[config.mk]
export PLATFORM = sky130hd
export DESIGN_NAME = tx_axis_arbiter
export DESIGN_NICKNAME = d
export VERILOG_FILES = /design/src/rtl/tx_axis_arbiter_pkg.sv /design/src/rtl/tx_axis_arbiter_skid.sv /design/src/rtl/tx_axis_arbiter.sv
export SDC_FILE = /design/constraint.sdc
export NUM_CORES = 1
export LEC_CHECK = 0
export CORE_UTILIZATION = 44
export CTS_BUF_LIST = sky130_fd_sc_hd__clkbuf_4
export DETAILED_ROUTE_END_ITERATION = 7
export PLACE_DENSITY = 0.83
export RECOVER_POWER = 100
export SETUP_SLACK_MARGIN = 0.05
export SLEW_MARGIN = 20
export SYNTH_ARGS = -nofsm -noshare
export SYNTH_HDL_FRONTEND = slang
export SYNTH_HIERARCHICAL = 1
export SYNTH_SLANG_ARGS = --single-unit
export TNS_END_PERCENT = 5
[constraint.sdc]
create_clock -name i_clk -period 1.6 [get_ports i_clk]
set_input_delay 0.32 -clock i_clk [delete_from_list [all_inputs] [get_ports i_clk]]
set_output_delay 0.32 -clock i_clk [all_outputs]
set_load 0.005 [all_outputs]
[src/rtl/tx_axis_arbiter_pkg.sv]
// Shared types and widths for the tx AXIS arbiter.
// State encoding plus the fixed 64-bit data / 8-bit keep beat format.
package code_defs_pkg;

    localparam int AXIS_DATA_W = 64;
    localparam int AXIS_KEEP_W = 8;

    typedef enum logic {
        ARB,
        XFER
    } tx_arb_state_t;

endpackage

[src/rtl/tx_axis_arbiter_skid.sv]
// Two-entry AXIS skid buffer with registered outputs.
// The upstream ready signal comes straight from a flop.
module axis_skid_buffer
    import code_defs_pkg::*;
(
    input  logic                   clk,
    input  logic                   reset_n,
    input  logic [AXIS_DATA_W-1:0] s_data,
    input  logic [AXIS_KEEP_W-1:0] s_keep,
    input  logic                   s_last,
    input  logic                   s_valid,
    output logic                   s_ready,
    output logic [AXIS_DATA_W-1:0] m_data,
    output logic [AXIS_KEEP_W-1:0] m_keep,
    output logic                   m_last,
    output logic                   m_valid,
    input  logic                   m_ready
);

    logic [AXIS_DATA_W-1:0] skid_data_q;
    logic [AXIS_KEEP_W-1:0] skid_keep_q;
    logic                   skid_last_q;
    logic                   skid_valid_q;
    logic                   accept;
    logic                   out_free;

    assign s_ready  = ~skid_valid_q;
    assign accept   = s_valid & s_ready;
    assign out_free = ~m_valid | m_ready;

    always_ff @(posedge clk) begin
        if (!reset_n) begin
            m_data       <= '0;
            m_keep       <= '0;
            m_last       <= 1'b0;
            m_valid      <= 1'b0;
            skid_data_q  <= '0;
            skid_keep_q  <= '0;
            skid_last_q  <= 1'b0;
            skid_valid_q <= 1'b0;
        end else if (out_free) begin
            // The parked beat always drains before new input to keep order.
            if (skid_valid_q) begin
                m_data       <= skid_data_q;
                m_keep       <= skid_keep_q;
                m_last       <= skid_last_q;
                m_valid      <= 1'b1;
                skid_valid_q <= 1'b0;
            end else if (accept) begin
                m_data  <= s_data;
                m_keep  <= s_keep;
                m_last  <= s_last;
                m_valid <= 1'b1;
            end else begin
                m_valid <= 1'b0;
            end
        end else if (accept) begin
            skid_data_q  <= s_data;
            skid_keep_q  <= s_keep;
            skid_last_q  <= s_last;
            skid_valid_q <= 1'b1;
        end
    end

endmodule

[src/rtl/tx_axis_arbiter.sv]
// Frame-level N-port AXIS arbiter feeding one tx MAC stream.
// Round-robin by default; TX_ARB_STRICT_PRIO_EN selects fixed lowest-index priority.
module tx_axis_arbiter
    import code_defs_pkg::*;
#(
    parameter int N_PORTS = 2
) (
    input  logic                             i_clk,
    input  logic                             i_reset_n,
    input  logic [N_PORTS*AXIS_DATA_W-1:0]   s_axis_tdata,
    input  logic [N_PORTS*AXIS_KEEP_W-1:0]   s_axis_tkeep,
    input  logic [N_PORTS-1:0]               s_axis_tvalid,
    input  logic [N_PORTS-1:0]               s_axis_tlast,
    output logic [N_PORTS-1:0]               s_axis_tready,
    output logic [AXIS_DATA_W-1:0]           m00_axis_tdata,
    output logic [AXIS_KEEP_W-1:0]           m00_axis_tkeep,
    output logic                             m00_axis_tvalid,
    output logic                             m00_axis_tlast,
    input  logic                             m00_axis_tready,
    output logic [N_PORTS-1:0]               o_grant
);

    localparam int IDX_W = (N_PORTS > 1) ? $clog2(N_PORTS) : 1;
    localparam logic [IDX_W:0] NP = (IDX_W + 1)'(N_PORTS);

    tx_arb_state_t          state_q, state_d;
    logic [N_PORTS-1:0]     grant_q, grant_d;
    logic [N_PORTS-1:0]     sel_oh, rot;
    logic [IDX_W-1:0]       base, off, sel_idx;
    logic [IDX_W:0]         sum;
    logic                   any_req;
    logic [AXIS_DATA_W-1:0] g_data;
    logic [AXIS_KEEP_W-1:0] g_keep;
    logic                   g_valid, g_last;
    logic                   skid_ready, done;

`ifdef TX_ARB_STRICT_PRIO_EN
    assign base = '0;
`else
    logic [IDX_W-1:0] rr_ptr_q, gidx_q;

    assign base = rr_ptr_q;

    always_ff @(posedge i_clk) begin
        if (!i_reset_n) begin
            rr_ptr_q <= '0;
            gidx_q   <= '0;
        end else begin
            if (state_q == ARB && any_req)
                gidx_q <= sel_idx;
            if (done)
                rr_ptr_q <= (gidx_q == IDX_W'(N_PORTS - 1)) ? '0 : gidx_q + 1'b1;
        end
    end
`endif

    // Rotate requests so bit 0 is the port at base, then take the lowest set bit.
    always_comb begin
        any_req = |s_axis_tvalid;
        rot     = N_PORTS'({s_axis_tvalid, s_axis_tvalid} >> base);
        off     = '0;
        for (int i = N_PORTS - 1; i >= 0; i--)
            if (rot[i]) off = IDX_W'(i);
        sum     = {1'b0, base} + {1'b0, off};
        sel_idx = IDX_W'((sum >= NP) ? (sum - NP) : sum);
        sel_oh  = '0;
        for (int i = 0; i < N_PORTS; i++)
            sel_oh[i] = (sel_idx == IDX_W'(i));
    end

    always_comb begin
        g_data = '0;
        g_keep = '0;
        for (int i = 0; i < N_PORTS; i++) begin
            if (grant_q[i]) begin
                g_data = g_data | s_axis_tdata[i*AXIS_DATA_W +: AXIS_DATA_W];
                g_keep = g_keep | s_axis_tkeep[i*AXIS_KEEP_W +: AXIS_KEEP_W];
            end
        end
        g_valid = (state_q == XFER) && |(s_axis_tvalid & grant_q);
        g_last  = |(s_axis_tlast & grant_q);
    end

    assign s_axis_tready = grant_q & {N_PORTS{skid_ready}};
    assign done          = g_valid && skid_ready && g_last;
    assign o_grant       = grant_q;

    always_comb begin
        state_d = state_q;
        grant_d = grant_q;
        unique case (state_q)
            ARB: begin
                if (any_req) begin
                    state_d = XFER;
                    grant_d = sel_oh;
                end
            end
            XFER: begin
                if (done) begin
                    state_d = ARB;
                    grant_d = '0;
                end
            end
            default: begin
                state_d = ARB;
                grant_d = '0;
            end
        endcase
    end

    always_ff @(posedge i_clk) begin
        if (!i_reset_n) begin
            state_q <= ARB;
            grant_q <= '0;
        end else begin
            state_q <= state_d;
            grant_q <= grant_d;
        end
    end

    axis_skid_buffer u_skid (
        .clk     (i_clk),
        .reset_n (i_reset_n),
        .s_data  (g_data),
        .s_keep  (g_keep),
        .s_last  (g_last),
        .s_valid (g_valid),
        .s_ready (skid_ready),
        .m_data  (m00_axis_tdata),
        .m_keep  (m00_axis_tkeep),
        .m_last  (m00_axis_tlast),
        .m_valid (m00_axis_tvalid),
        .m_ready (m00_axis_tready)
    );

endmodule
Figure 1. I/O nets highlighted (run 1).
Scale bar: 50 microns.
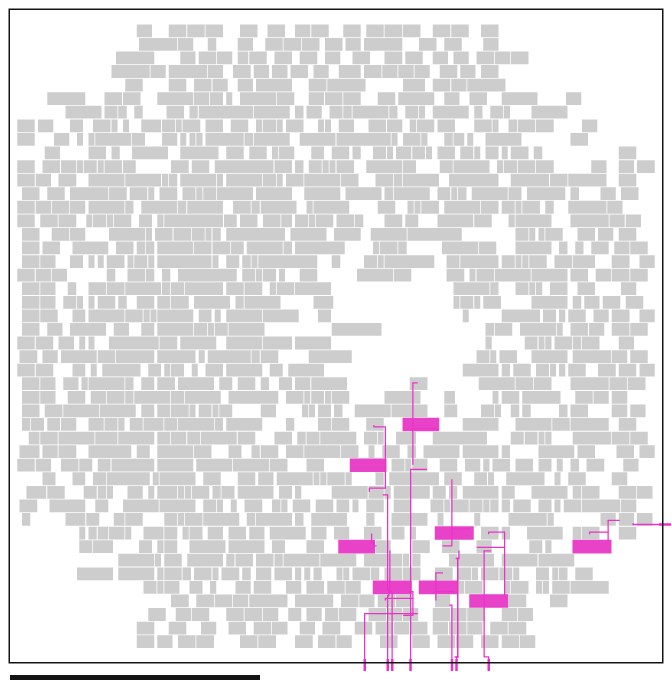
| port | colour | bits | direction | edge | end cells | buffers | wire |
|---|---|---|---|---|---|---|---|
| `m00_axis_tkeep` | magenta | 8 | output | 7 bottom, 1 right | 8 | 8 | 302 microns |
Buffers on Ports: 228
io pins: 229

Figure 2. Cells coloured by class (run 1).
Fill, decap, tap and diode cells in grey.
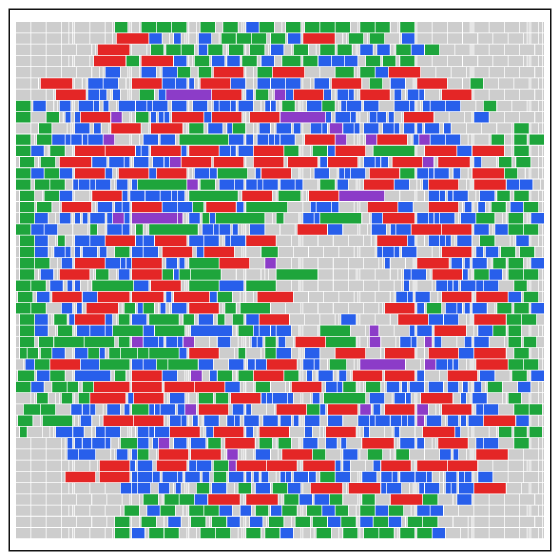
| class | colour | cells | share of their area |
|---|---|---|---|
| flip-flops | red | 153 | 30% |
| clock drivers and dummy loads | purple | 32 | 3.3% |
| all other logic | blue | 542 | 37% |
| other buffers and delay cells | green | 285 | 30% |
Core Area: 0.0160 sq mm
final design utilization: 0.667

Figure 3. Power grid (run 1).
Scale bar: 50 microns. Pins as bars on the die edge. Tap cells in grey.
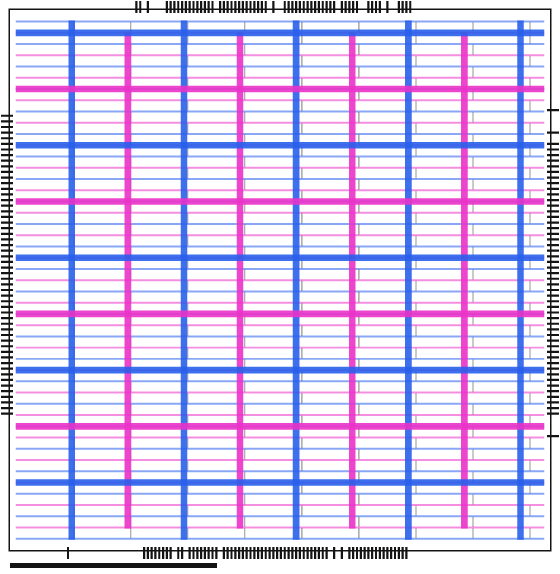
| net | colour |
|---|---|
| VDD | magenta |
| VSS | blue |
rows: 46
met4 straps: 9
die width: 131 microns
Die Y-Extent: 131 microns

Figure 4. Placed standard cells (run 1).
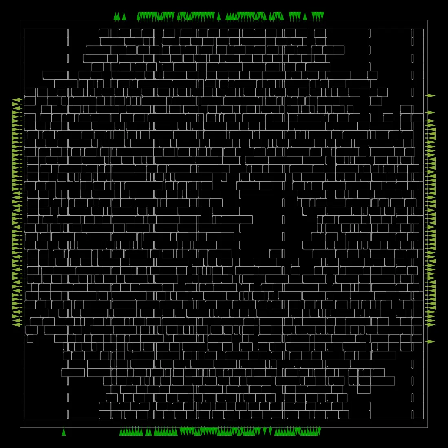
n_taps: 216
Seq Cell Count: 153

[run 1: report_power, final]
group / leakage (nW) / switching [W] / internal, W
Clock: 0.181 / 0.00138 / 0.00142
Combinational: 3.37 / 0.000570 / 0.000874
Sequential: 1.26 / 0.0000533 / 0.00391
[run 1: per-stage QoR]
step	cell area, sq um	utilization	power [W]	TNS (ns)	instances
after floorplan	7290	-	0.00461	-6.26	776
after global placement	9810	0.613	0.00532	-83.57	1169
after detailed placement	9810	0.613	0.00534	-89.95	1169
after CTS	10600	0.664	0.00822	-26.23	1226
after global routing	10700	0.667	0.00853	-43.07	1229
final	10700	0.667	0.00821	-37.96	1229
[run 1: cell type report]
class	count	share of cell area
Antenna cell	1	0.000234
Clock buffer	19	0.0134
Clock inverter	13	0.0186
Inverter	2	0.000703
Multi-Input combinational cell	540	0.359
Sequential cell	153	0.293
Tap cell	216	0.0253
Timing Repair Buffer	285	0.290
[run 1: state kept, by name (all words and copies together) (netlist names)]
name,count
u_skid/skid_data_q,64
gidx_q,1
u_skid/m_data,64
u_skid/m_last,1
u_skid/skid_valid_q,1
u_skid/skid_keep_q,8
o_grant,2
u_skid/skid_last_q,1
base,1
u_skid/m_keep,8
u_skid/m_valid,1
state_q,1
[run 1: worst paths after layout]
| kind | endpoint | slack, ns | cells after the start |
|---|---|---|---|
| setup reg to reg | u_skid/m_data[26] | -0.33 | 8 |
| hold / removal | o_grant[0] | 0.24 | 4 |
| hold reg to reg | u_skid/skid_data_q[18] | 0.46 | 2 |
| setup / recovery | u_skid/m_data[26] | -0.33 | 8 |
[run 1: cell families after synthesis]
kind of cell | after synthesis | synth area share
AOI/OAI and AO/OA | 228 | 0.273
muxes | 74 | 0.102
and+or+nand+nor | 238 | 0.145
buffers and inverters | 83 | 0.0595
DFF | 153 | 0.421
==> flow_metrics.py, run 1 <==
# Physical implementation metrics
metrics = {
    "status": {
        "status": "finished, violations left",
        "violations": "negative setup slack",
    },
    "final_timing": {
        "slew_viol_final": 0,
        "fin_crit_ns": 1.93,
        "rsz0062_at_grt": "true",
        "fmax_mhz": 517,
        "setup-violations-final": 150,
        "worst_slew_pin_slew_ns": 0.321,
        "fin_ws_ns": -0.333,
        "post-route-period-util": 1.21,
        "hold_viol_final": 0,
        "slew_headroom": 0.786,
    },
    "critical_path": {
        "cp_max_fo": 5,
        "startpoint": "o_grant[1]",
        "cp-end-kind": "flip-flop",
        "worstSetupPathType": "reg -> reg",
        "worst_path_max_delay_cell": "dfxtp_4",
        "cp.arrival_ns": 2.40,
        "max_stage_delay_ns": 0.37,
        "cp.required_ns": 2.06,
        "cp_num_buf_inv": 3,
        "crit_chain": "buf_6 > a22oi_2 > and2b_2 > or2_4 > and2_4 > buf_12 > buf_16 > o211a_1",
        "cp-start-kind": "flip-flop",
    },
    "clock_network": {
        "root_buffer": "clkbuf_4",
        "worstSkewPairLatency_ns": 0.56,
        "path_clk_slew_ns": 0.13,
        "clock_path_buffers": 2,
        "cts_tree": "built",
        "cts_max_level": 4,
        "post_cts_buffers": 15,
        "postCtsHoldBufs": 0,
        "numCtsBuffers": 17,
    },
    "routing": {
        "viasPerCell": 5.66,
        "vias": 6957,
        "drcViolationCount": 0,
        "wl_per_cell_microns": 18.6,
        "wl_met3_mm": 1.62,
        "drt_iter0_drc": 593,
        "dr_wl_met2_mm": 11.2,
        "wl_mm": 22.9,
        "met1Wirelength_mm": 9.47,
        "postRouteAntennaNets": 0,
        "top_layer": "met4",
    },
    "min_path": {
        "hold_class": "in -> reg",
        "hp-start": "i_reset_n",
    },
    "yosys": {
        "yosys_area_sq_mm": 0.00728,
        "yosys.area.top_type": "dfxtp_1",
        "syn_area_per_cell_sq_um": 9.38,
        "ys_seq_share": 0.421,
        "ys_types": 30,
        "flop_cell": "dfxtp_1",
        "synth_cells": 776,
        "synth_top_cell_by_count": "dfxtp_1",
        "edf_count": 0,
        "top_area_frac": 0.421,
        "async_flop_share": 0,
        "ys.flops": 153,
        "ys_cells": 776,
        "floorplan.nets": 927,
        "yosys_warnings": 6,
        "netlist_top_cells_count": "dfxtp_1 (153), nand2_1 (148), mux2i_1 (74)",
    },
    "grt": {
        "grt_pass1_vias": 6528,
        "grt_busiest_layer": "met2",
        "grtUsageTotal": 0.264,
        "gr-usage-met3": 0.0615,
        "use_met1": 0.330,
        "grt_max_degree": 67,
        "grt_pass1_wl_mm": 34.2,
        "use_met2": 0.440,
        "grt-ovfl-total": 0,
        "grt_antenna_before_repair": 2,
    },
    "final_layout": {
        "ff_latch_area_sq_mm": 0.00313,
        "final_cell_mix": "clkdlybuf4s50_1 (149), nand2_1 (145), dfxtp_1 (110)",
        "final_nets": 1150,
        "layout_top_cell": "clkdlybuf4s50_1",
        "layout.area.comb_sq_mm": 0.00384,
        "nFillCells": 1285,
        "areaGrowthSynthToFinish_pct": 46.6,
    },
    "floorplanning": {
        "fp_util": 0.455,
        "fp-row-count": 46,
        "dieArea_sq_mm": 0.0171,
    },
    "placed_design": {
        "dp_slack_ns": -0.779,
        "dpl.hpwl_mm": 13.2,
        "place_congestion": 0.748,
    },
    "run": {
        "max_cap_violations": 0,
        "warnings": 29,
    },
    "power": {
        "ir_drop_mv": 0.432,
        "p_leak_nw": 4.81,
    },
}
Figure 5. Routed metal per tile (run 1).
The die is cut into 26 by 26 equal tiles; dark blue is low, red is high, scaled to the fullest tile. Values are wire area over tile area, all layers added.
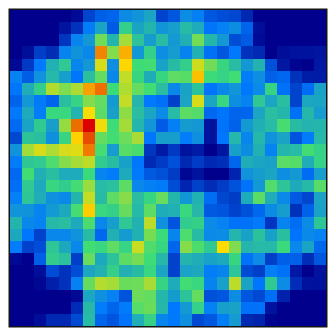

--- run 2 (diff from run 1) ---
--- a/config.mk
+++ b/config.mk
@@ -8,8 +8,8 @@
 export CORE_UTILIZATION = 44
 export CTS_BUF_LIST = sky130_fd_sc_hd__clkbuf_4
 export DETAILED_ROUTE_END_ITERATION = 7
-export PLACE_DENSITY = 0.83
-export RECOVER_POWER = 100
+export PLACE_DENSITY_LB_ADDON = 0.05
+export RECOVER_POWER = 50
 export SETUP_SLACK_MARGIN = 0.05
 export SLEW_MARGIN = 20
 export SYNTH_ARGS = -nofsm -noshare
==> constraint.sdc (replaced) <==
create_clock -name i_clk -period 1.6 [get_ports i_clk]
set_input_delay 0.32 -clock i_clk [delete_from_list [all_inputs] [get_ports i_clk]]
set_output_delay 0.32 -clock i_clk [all_outputs]
set_load 0.02 [all_outputs]
Figure 6. Routed metal per tile (run 2).
The die is cut into 26 by 26 equal tiles; dark blue is low, red is high, scaled to the fullest tile. Values are wire area over tile area, all layers added.
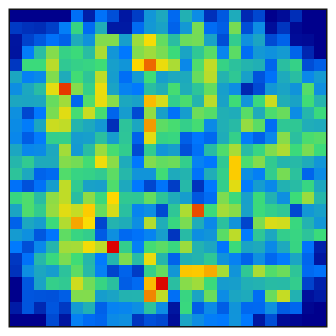
mean over tiles: 0.21
nearly empty tiles: 3.4%
fullest tile: 0.54
emptiest ninth of the die: top right
Vias: 6816
WL per Instance: 18.0 microns
Routed WL: 22.0 mm
GRT Resource Usage Total: 0.257

Figure 7. I/O nets highlighted (run 2).
Scale bar: 50 microns.
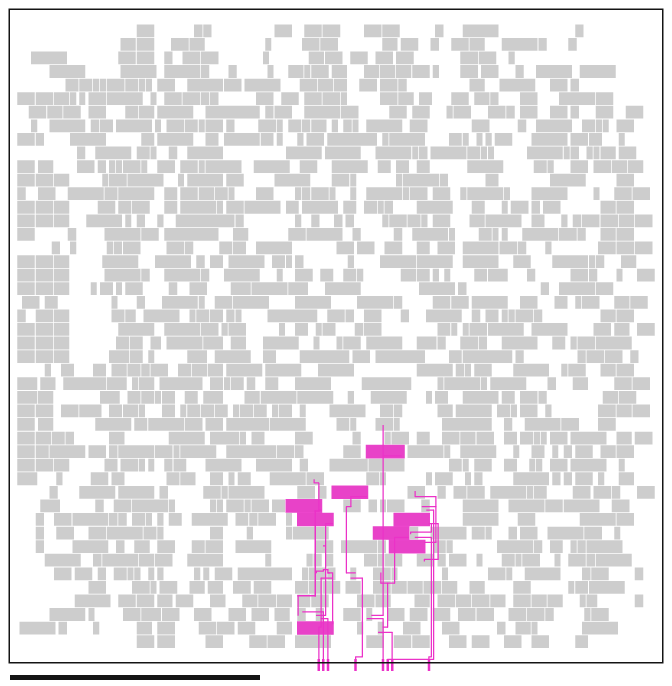
| port | colour | bits | direction | edge | end cells | buffers | wire |
|---|---|---|---|---|---|---|---|
| `m00_axis_tkeep` | magenta | 8 | output | bottom | 8 | 8 | 351 microns |

==> flow_metrics.py, run 2 <==
# Physical implementation metrics
metrics = {
    "critical_path": {
        "cp.arrival_ns": 2.25,
        "cp_num_buf_inv": 2,
        "worst_path_max_delay_cell": "dfxtp_4",
        "cp_max_fo": 13,
        "reg2reg_slack_ns": -0.19,
        "cp-end-kind": "flip-flop",
        "max_stage_delay_ns": 0.38,
        "crit_chain": "a22oi_2 > and2b_2 > or2_4 > and2_4 > buf_12 > buf_16 > o211a_1",
        "worstSetupPathType": "reg -> reg",
        "cp-start-kind": "flip-flop",
        "cp.required_ns": 2.06,
    },
    "yosys": {
        "ys.flops": 153,
        "synth_cells": 776,
        "yosys_warnings": 6,
        "flop_cell": "dfxtp_1",
        "area_leaders": "dfxtp_1 (42%), mux2i_1 (10%), o211a_1 (10%)",
        "netlist_top_cells_count": "dfxtp_1 (153), nand2_1 (148), mux2i_1 (74)",
        "async_flop_share": 0,
        "ys_cells": 776,
        "yosys_area_sq_mm": 0.00728,
        "ys_seq_share": 0.421,
        "yosys.area.top_type": "dfxtp_1",
        "ys_types": 30,
        "top_area_frac": 0.421,
        "syn-cell-area_sq_mm": 0.00728,
        "syn_area_per_cell_sq_um": 9.38,
        "synth_top_cell_by_count": "dfxtp_1",
        "floorplan.nets": 927,
        "edf_count": 0,
    },
    "final_layout": {
        "nFillCells": 1413,
        "areaGrowthSynthToFinish_pct": 38.0,
        "layout_top_cell": "clkdlybuf4s50_1",
        "drive_gt1_frac": 0.152,
        "fin_cells": 1221,
        "final_nets": 1142,
        "final_cell_mix": "clkdlybuf4s50_1 (149), dfxtp_1 (148), nand2_1 (147)",
        "post-route-util": 0.628,
        "reg_top3": "u_skid/m_data (64), u_skid/skid_data_q (64)",
    },
    "status": {
        "violations": "negative setup slack",
        "status": "finished, violations left",
    },
    "floorplanning": {
        "die_h_microns": 131,
        "io_pins": 229,
        "fp-row-count": 46,
        "dieArea_sq_mm": 0.0171,
        "fp.dieW_microns": 131,
        "core_area_sq_mm": 0.0160,
        "fp_util": 0.455,
    },
    "final_timing": {
        "rsz0062_at_grt": "true",
        "fin_ws_ns": -0.190,
        "slew_viol_final": 0,
        "skew_ns": 0.0148,
        "fmax_mhz": 559,
        "hold_viol_final": 0,
        "post-route-period-util": 1.12,
        "slew_headroom": 0.590,
        "setup-violations-final": 84,
        "worst_slew_pin_slew_ns": 0.615,
        "fin_crit_ns": 1.79,
    },
    "placed_design": {
        "dpl.hpwl_mm": 13.7,
        "port_buffers": 228,
        "place_congestion": 0.785,
        "place_inst": 1169,
        "dp_slack_ns": -0.812,
    },
    "power": {
        "power_w": 0.00788,
        "p_leak_nw": 4.40,
        "ir_drop_mv": 0.418,
    },
    "clock_network": {
        "cts_max_level": 4,
        "numCtsBuffers": 17,
        "path_clk_slew_ns": 0.13,
        "root_buffer": "clkbuf_4",
        "clock_path_buffers": 2,
        "worstSkewPairLatency_ns": 0.56,
        "postCtsHoldBufs": 0,
        "cts_tree": "built",
    },
    "grt": {
        "grt_antenna_before_repair": 1,
        "grt_pass1_vias": 6665,
        "grt_max_degree": 92,
        "grt_pass1_wl_mm": 33.6,
        "grt-ovfl-total": 0,
    },
    "routing": {
        "postRouteAntennaNets": 0,
        "drcViolationCount": 0,
        "viasPerCell": 5.58,
        "drt_iter0_drc": 354,
    },
    "min_path": {
        "hold_class": "in -> reg",
    },
    "run": {
        "warnings": 29,
        "max_cap_violations": 0,
    },
}
[run 2: layer usage]
metal  up-vias  global-route usage  wire length, microns
li1       3256                   -                     -
met1      3297               0.314                  9500
met2       238               0.441                 10800
met3        25              0.0627                  1330
met4         0              0.0872                   353
met5         -                   0                     0
[run 2: cell families after synthesis]
| group | Yosys count | share of synthesized area |
|---|---|---|
| flops | 153 | 0.421 |
| buf+inv | 83 | 0.0595 |
| mux | 74 | 0.102 |
| compound gates | 228 | 0.273 |
| simple gates | 238 | 0.145 |
[run 2: cell type report]
class	count	area (sq um)	share of cell area
repair buffers	277	2560	0.255
inverters	2	7.51	0.000747
clock inverters	15	178	0.0177
flip-flops and latches	153	3080	0.306
clock buffers	17	128	0.0127
well taps	216	270	0.0269
multi-input cells	540	3820	0.380
diodes	1	2.50	0.000249
[run 2: final timing paths]
| kind | startpoint | end | cells after the start |
|---|---|---|---|
| worst min-delay path | i_reset_n | u_skid/m_data[56] | 2 |
| worst min register to register | u_skid/skid_data_q[2] | u_skid/skid_data_q[2] | 2 |
| worst max register to register | o_grant[0] | u_skid/m_data[55] | 7 |
| worst max-delay path | o_grant[0] | u_skid/m_data[55] | 7 |
[run 2: timing repair]
item                                    4_1_cts  5_1_grt
endpoints found under the setup margin      225      187
pin swaps                                    11        6
resized                                     350       51
buffers inserted                             11        0
gates cloned                                  8        0
[run 2: power by group]
part           switching [W]  total, W  internal, W
Combinational       0.000644   0.00143     0.000783
Clock                0.00141   0.00249      0.00108
Sequential         0.0000564   0.00396      0.00391
[run 2: metrics by stage]
step           setup TNS, ns  area [sq um]
3_5_place_dp          -93.73          9750
3_3_place_gp          -87.53          9750
5_1_grt               -18.12         10000
2_1_floorplan          -9.10          7290
4_1_cts               -12.78         10300
6_report              -12.52         10000
No activity file was given, so power comes from the tool's default toggle rates.
